$ cat config.mk
export PLATFORM = sky130hd
export DESIGN_NAME = demux_rr_dispatcher_flat
export DESIGN_NICKNAME = d
export VERILOG_FILES = /design/src/rtl/demux_rr_dispatcher_pkg.sv /design/src/rtl/demux_rr_dispatcher_if.sv /design/src/rtl/demux_rr_dispatcher_rr_arbiter_4.sv /design/src/rtl/demux_rr_dispatcher.sv /design/src/flat_wrapper.sv
export SDC_FILE = /design/constraint.sdc
export NUM_CORES = 1
export LEC_CHECK = 0
export ABC_CLOCK_PERIOD_IN_PS = 2700
export CORE_UTILIZATION = 44
export CTS_CLUSTER_SIZE = 40
export DETAILED_ROUTE_END_ITERATION = 8
export PLACE_DENSITY_LB_ADDON = 0.3
export SYNTH_ARGS = -nofsm -noshare
export SYNTH_HDL_FRONTEND = slang
export SYNTH_SLANG_ARGS = --single-unit
$ cat constraint.sdc
create_clock -name clk -period 2.7 [get_ports clk]
set_input_delay 0.405 -clock clk [delete_from_list [all_inputs] [get_ports clk]]
set_output_delay 0.405 -clock clk [all_outputs]
set_load 0.01 [all_outputs]
$ cat src/rtl/demux_rr_dispatcher_pkg.sv
// Shared types and helpers for the demux dispatcher.
// Channel count, select width, control bundle.
package demux_pkg;

  localparam int N_CH = 4;
  localparam int CH_W = 2;

  typedef struct packed {
    logic [CH_W-1:0] ptr;
    logic [CH_W-1:0] sel;
    logic            grant;
    logic [7:0]      cnt;
  } ctl_t;

  function automatic logic [CH_W-1:0] rr_next(
    input logic [CH_W-1:0] idx
  );
    return idx + CH_W'(1);
  endfunction

  function automatic int ch_slice(
    input int idx,
    input int w
  );
    return idx * w;
  endfunction

endpackage

$ cat src/rtl/demux_rr_dispatcher_if.sv
// Handshake bundle between the input stream,
// the dispatcher and the four channel consumers.
interface demux_rr_dispatcher_if #(
  parameter int DATA_W = 1
);
  import demux_pkg::*;

  logic                     in_valid;
  logic                     in_ready;
  logic [DATA_W-1:0]        in_data;
  logic [N_CH-1:0]          en_mask;
  logic [N_CH-1:0]          out_valid;
  logic [N_CH-1:0]          out_ready;
  logic [N_CH*DATA_W-1:0]   out_data;
  logic [CH_W-1:0]          sel;
  logic                     grant;
  logic [7:0]               disp_cnt;

  modport master (
    output in_valid,
    output in_data,
    output en_mask,
    output out_ready,
    input  in_ready,
    input  out_valid,
    input  out_data,
    input  sel,
    input  grant,
    input  disp_cnt
  );

  modport slave (
    input  in_valid,
    input  in_data,
    input  en_mask,
    input  out_ready,
    output in_ready,
    output out_valid,
    output out_data,
    output sel,
    output grant,
    output disp_cnt
  );

endinterface

$ cat src/rtl/demux_rr_dispatcher_rr_arbiter_4.sv
// Combinational 4-way round-robin picker.
// Scans ptr, ptr+1, ... and grants the first eligible.
module rr_arbiter_4
  import demux_pkg::*;
(
  input  logic [N_CH-1:0] elig,
  input  logic [CH_W-1:0] ptr,
  output logic [CH_W-1:0] gnt_idx,
  output logic            gnt_any
);

  logic [CH_W-1:0] cand;

  // Walk offsets high to low so the nearest one to ptr wins.
  always_comb begin
    gnt_idx = '0;
    gnt_any = 1'b0;
    cand    = '0;
    for (int k = N_CH - 1; k >= 0; k--) begin
      cand = ptr + CH_W'(k);
      if (elig[cand]) begin
        gnt_any = 1'b1;
        gnt_idx = cand;
      end
    end
  end

endmodule

$ cat src/rtl/demux_rr_dispatcher.sv
// Round-robin 1-to-4 dispatcher with one-entry
// registered output per channel and per-channel back-pressure.
module demux_rr_dispatcher
  import demux_pkg::*;
#(
  parameter int DATA_W = 1
) (
  input logic clk,
  input logic rst,
  demux_rr_dispatcher_if.slave bus
);

  logic [N_CH-1:0]             free;
  logic [N_CH-1:0]             elig;
  logic [CH_W-1:0]             gnt_idx;
  logic                        gnt_any;
  logic                        xfer;
  logic [N_CH-1:0]             vld_q;
  logic [N_CH-1:0][DATA_W-1:0] dat_q;
  ctl_t                        ctl_q;
  ctl_t                        ctl_d;

  assign free = ~vld_q | bus.out_ready;
  assign elig = bus.en_mask & free;

  rr_arbiter_4 u_arb (
    .elig    (elig),
    .ptr     (ctl_q.ptr),
    .gnt_idx (gnt_idx),
    .gnt_any (gnt_any)
  );

  assign bus.in_ready = gnt_any;
  assign xfer         = bus.in_valid & gnt_any;

  // Next control state: move pointer past the winner on a transfer.
  always_comb begin
    ctl_d       = ctl_q;
    ctl_d.grant = xfer;
    if (xfer) begin
      ctl_d.ptr = rr_next(gnt_idx);
      ctl_d.sel = gnt_idx;
      ctl_d.cnt = ctl_q.cnt + 8'd1;
    end
  end

  // Control register.
  always_ff @(posedge clk) begin
    if (rst) begin
      ctl_q <= '0;
    end else begin
      ctl_q <= ctl_d;
    end
  end

  // Channel registers: reload beats drain on the same edge.
  always_ff @(posedge clk) begin
    if (rst) begin
      vld_q <= '0;
      dat_q <= '0;
    end else begin
      for (int i = 0; i < N_CH; i++) begin
        if (xfer && gnt_idx == CH_W'(i)) begin
          vld_q[i] <= 1'b1;
          dat_q[i] <= bus.in_data;
        end else if (bus.out_ready[i]) begin
          vld_q[i] <= 1'b0;
        end
      end
    end
  end

  // Flatten channel data onto the output bus.
  always_comb begin
    bus.out_data = '0;
    for (int i = 0; i < N_CH; i++) begin
      bus.out_data[ch_slice(i, DATA_W) +: DATA_W] = dat_q[i];
    end
  end

  assign bus.out_valid = vld_q;
  assign bus.sel       = ctl_q.sel;
  assign bus.grant     = ctl_q.grant;
  assign bus.disp_cnt  = ctl_q.cnt;

endmodule
$ cat src/flat_wrapper.sv
// flat-port wrapper written by rule: the top's interface ports become plain ports
module demux_rr_dispatcher_flat import demux_pkg::*;
#(
  parameter int DATA_W = 1
)
  (clk, rst, bus_in_valid, bus_in_data, bus_en_mask, bus_out_ready, bus_in_ready, bus_out_valid, bus_out_data, bus_sel, bus_grant, bus_disp_cnt);
  demux_rr_dispatcher_if #(.DATA_W(DATA_W)) bus_i ();
  input logic clk;
  input logic rst;
  input wire logic [$bits(bus_i.in_valid)-1:0] bus_in_valid;
  input wire logic [$bits(bus_i.in_data)-1:0] bus_in_data;
  input wire logic [$bits(bus_i.en_mask)-1:0] bus_en_mask;
  input wire logic [$bits(bus_i.out_ready)-1:0] bus_out_ready;
  output wire logic [$bits(bus_i.in_ready)-1:0] bus_in_ready;
  output wire logic [$bits(bus_i.out_valid)-1:0] bus_out_valid;
  output wire logic [$bits(bus_i.out_data)-1:0] bus_out_data;
  output wire logic [$bits(bus_i.sel)-1:0] bus_sel;
  output wire logic [$bits(bus_i.grant)-1:0] bus_grant;
  output wire logic [$bits(bus_i.disp_cnt)-1:0] bus_disp_cnt;
  assign bus_i.in_valid = bus_in_valid;
  assign bus_i.in_data = bus_in_data;
  assign bus_i.en_mask = bus_en_mask;
  assign bus_i.out_ready = bus_out_ready;
  assign bus_in_ready = bus_i.in_ready;
  assign bus_out_valid = bus_i.out_valid;
  assign bus_out_data = bus_i.out_data;
  assign bus_sel = bus_i.sel;
  assign bus_grant = bus_i.grant;
  assign bus_disp_cnt = bus_i.disp_cnt;
  demux_rr_dispatcher #(.DATA_W(DATA_W)) u_core (.clk(clk), .rst(rst), .bus(bus_i));
endmodule
==> images/io_fan.png <==
The bar under the picture is 20 µm long.
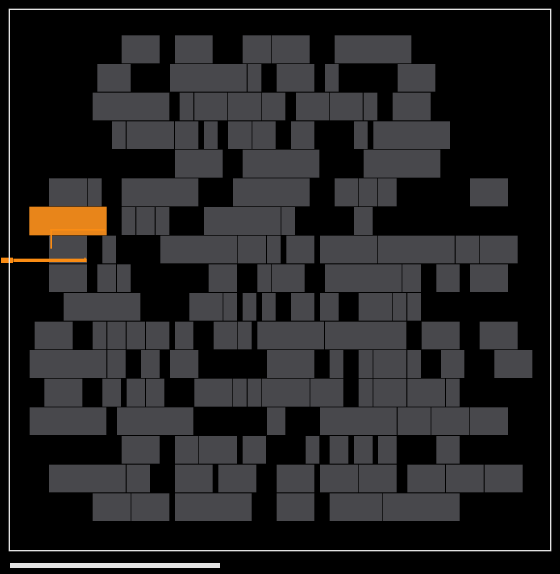
[orange] `bus_grant` | bits: 1 | direction: output | edge: left | end cells: 1 | buffers: 1 | wire: 13.6 µm
number of input and output port buffers inserted: 31
I/O pin count: 32

==> images/metal_density.png <==
10 x 10 tiles, from dark blue (low) to red (high), scaled to the fullest tile. Values are wire area over tile area, all layers added.
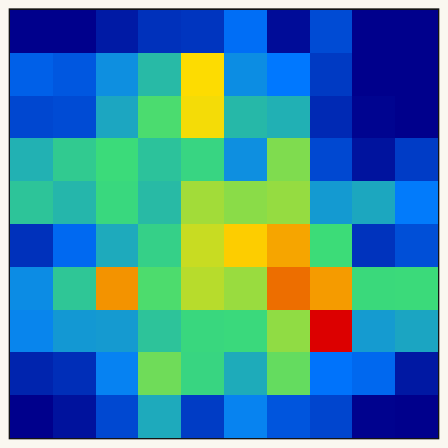
densest ninth of the die: middle
emptiest ninth of the die: top right
tiles over half the peak: 21%
mean over tiles: 0.13
per-cell routed wire length: 12.76 µm
final wirelength: 2.207 mm
vias after detailed routing: 921

==> images/flops_by_reg.png <==
The bar under the picture is 20 µm long. Other sequential cells in the stronger grey, the rest of the logic in the fainter grey.
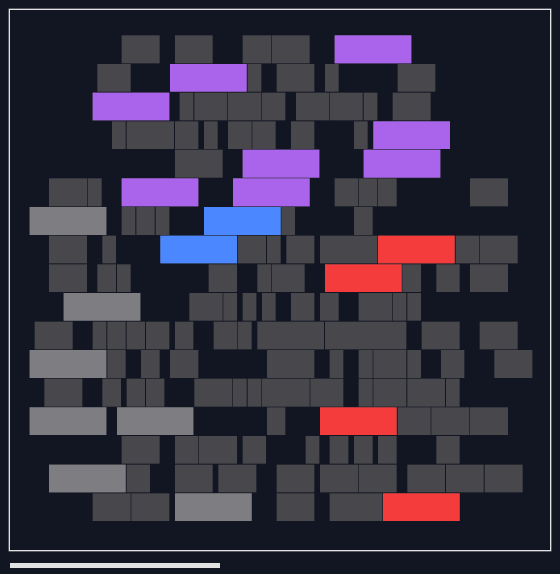
[red] `u_core.bus.out_valid` | placed flops: 4
[purple] `u_core.bus.disp_cnt` | placed flops: 8
[blue] `u_core.ctl_q` | placed flops: 2
final core utilization: 0.6049
sequential cell area: 420.4 µm²
fraction of area in registers: 0.3083
sequential power: 0.344 mW

==> run notes <==
Summary of the current implementation state.

- Between clock sinks in the finished design, the worst skew comes to 0.01092 ns.
- Checking hold timing, the worst path is listed with class reg -> reg.
- The area fraction of the dominant cell type after synthesis is 0.3925, for reference.
- The most frequently used library cell after synthesis is sky130_fd_sc_hd__dfxtp_1.
- The pin count of the biggest net entering global routing is 23, for reference.
- The number of buffers added by the clock tree synthesis step is 3, for reference.
- The post-synthesis cell type with the largest combined area is sky130_fd_sc_hd__dfxtp_1, for reference.
- The flow ran to the end, and the final reports show no timing, DRC or antenna violations.
- TritonCTS built the clock tree.
- Per the placement report, the placed cell count is 169.
- The global-route wire length before repair is 3.732 mm, for reference.
- The share of layout cells above drive strength 1 is 0.09655, for reference.
- In this run the standard cell core region covers 2255 µm².
- The maximum clock rate is 441.4 MHz, for reference.
- The top fanout value on the critical path is 5, for reference.
- The worst VDD IR drop from the latest analysis is 0.0003576 V.
- The net count after synthesis is 135, for reference.
- After layout, the minimum clock period comes to 2.265 ns.
- Sorting the synthesized cells by how often they occur yields sky130_fd_sc_hd__dfxtp_1, sky130_fd_sc_hd__nand2_1, sky130_fd_sc_hd__nor2_1.
- The area overhead of the layout relative to synthesis is 27.34%, for reference.
- The finished cells cover 1364 µm².
- STA classifies the critical path endpoint as a primary output.
- The final max-slew violation count recorded for this run is 0.
- The yosys warning tally is 0, for reference.
- The report lists the number of standard-cell rows as 17.
- The register bit total from synthesis is 21, for reference.
- Per the post-run analysis, buffers plus inverters along the critical path come to 2.
- The worst-case hold slack is 0.4685 ns, for reference.
- The count of nets after finishing is 159, for reference.
- The clock-pin slew on the worst setup and hold paths is 0.11 ns, for reference.
- Among all stages on the critical path, the largest delay is contributed by sky130_fd_sc_hd__clkdlybuf4s50_1.
- The H-tree level count is 1, for reference.
- The synthesized instance count is 122.
- The placement summary gives the final routability congestion estimate as 0.8227.
- The total inserted antenna cells is 0, for reference.
- The nature of the critical path startpoint is an input port, for reference.
- The power density normalized to cell area is 479.1 nW/µm², for reference.
- At the placement stage, the worst setup path has a slack of 0.4456 ns.
- The first detailed-routing pass ran for 4 iterations.
- Per the log, the first TritonRoute iteration ended with a DRC count of 14.
- The most used logic cell in the final layout is sky130_fd_sc_hd__clkdlybuf4s50_1, for reference.
- For this design the static power due to leakage is 0.5098 nW.
- The transition time of the tightest slew-check pin is 0.7619 ns, for reference.
- Per the OpenROAD floorplan log, the area of the die is 2635 µm².
- Per STA, the library cell used most along the worst path is sky130_fd_sc_hd__clkdlybuf4s50_1.
- The worst-case register-to-register setup slack is 1.01 ns, for reference.
- After synthesis, the share of cell area in mux cells is 0.01869.
- The longest incremental delay of any stage on the critical path is reported as 0.49 ns.
- The distinct cell type count of the synthesized netlist is 35, for reference.
- The required arrival time at the worst endpoint is 2.30 ns, for reference.
- Setup repair after global routing left no endpoint under its margin.
- Per the CTS log, the buffer count on the longest clock path is 2.
- Post-CTS repair ended up resizing 0 cells.
- The via count of the first global-routing pass is 869, for reference.
- For reference, the final report shows the hold violation count at 0.
- The number of warnings the tools reported is 26, for reference.
- In this run, the synthesized area fraction spent on AND-OR/OR-AND gates is recorded as 0.2138.
- The vertical die dimension is 51.34 µm, for reference.
- The combined area of all synthesized cells is 1071 µm², for reference.
- The fraction of synthesis flops using an asynchronous set or reset pin is 0, for reference.
- The number of antenna violations at the first check in global routing is 0.
==> images/wires.png <==
Two of the layers only.
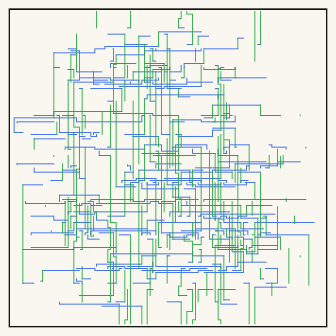
[blue] metal 1 | wire length: 1,070 µm
[green] metal 2 | wire length: 1,030 µm
global-route total usage across every layer: 0.1891

==> images/clocks.png <==
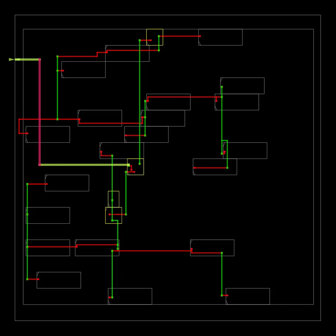
clock insertion delay at the later pin of the skew report: 0.31 ns
clock tree buffer count of the final layout: 3
CTS sink count: 21
clock group total power: 0.154 mW

## logic make-up after synthesis
group / count (synthesis)
XOR/XNOR: 7
multiplexers: 2
adder cells (fa/ha/maj): 1
buffers and inverters: 18
AND-OR/OR-AND: 28
flip-flops: 21
AND/OR/NAND/NOR: 45
## final cells by class
| cell class | instances | share of cell area |
|---|---|---|
| multi-input combinational | 83 | 0.3991 |
| sequential | 21 | 0.3083 |
| timing repair buffer | 32 | 0.2330 |
| tap | 28 | 0.02569 |
| clock buffer | 3 | 0.01651 |
| inverter | 5 | 0.01376 |
| clock inverter | 1 | 0.003670 |
## per-layer routing
metal  part of all wire  routed length [µm]  vias up  GRT usage
li1                   -                   -      457          -
met1               0.48                1065      443     0.2536
met2               0.47                1027       19     0.2895
met3              0.044                  97        2    0.03274
met4             0.0077                  17        0    0.09459
met5                  0                   0        -          0
## worst paths after layout
path | from | endpoint | cells after the start
max | bus_out_ready[3] | bus_in_ready | 5
min | u_core.bus.sel[0] | u_core.bus.sel[0] | 2
max reg2reg | u_core.bus.out_valid[2] | u_core.bus.out_data[1] | 6
min reg2reg | u_core.bus.sel[0] | u_core.bus.sel[0] | 2
## state kept, by name (all words and copies together), names as in the netlist
signal,cells
u_core.bus.disp_cnt,8
u_core.bus.out_data,4
u_core.bus.out_valid,4
u_core.bus.sel,2
u_core.ctl_q,2
u_core.bus.grant,1
## power by group
group | switching, mW | internal [mW] | total, mW
Sequential | 0.0159 | 0.328 | 0.344
Clock | 0.0984 | 0.0553 | 0.154
Combinational | 0.0763 | 0.0798 | 0.156
Power and IR drop assume default switching activity.
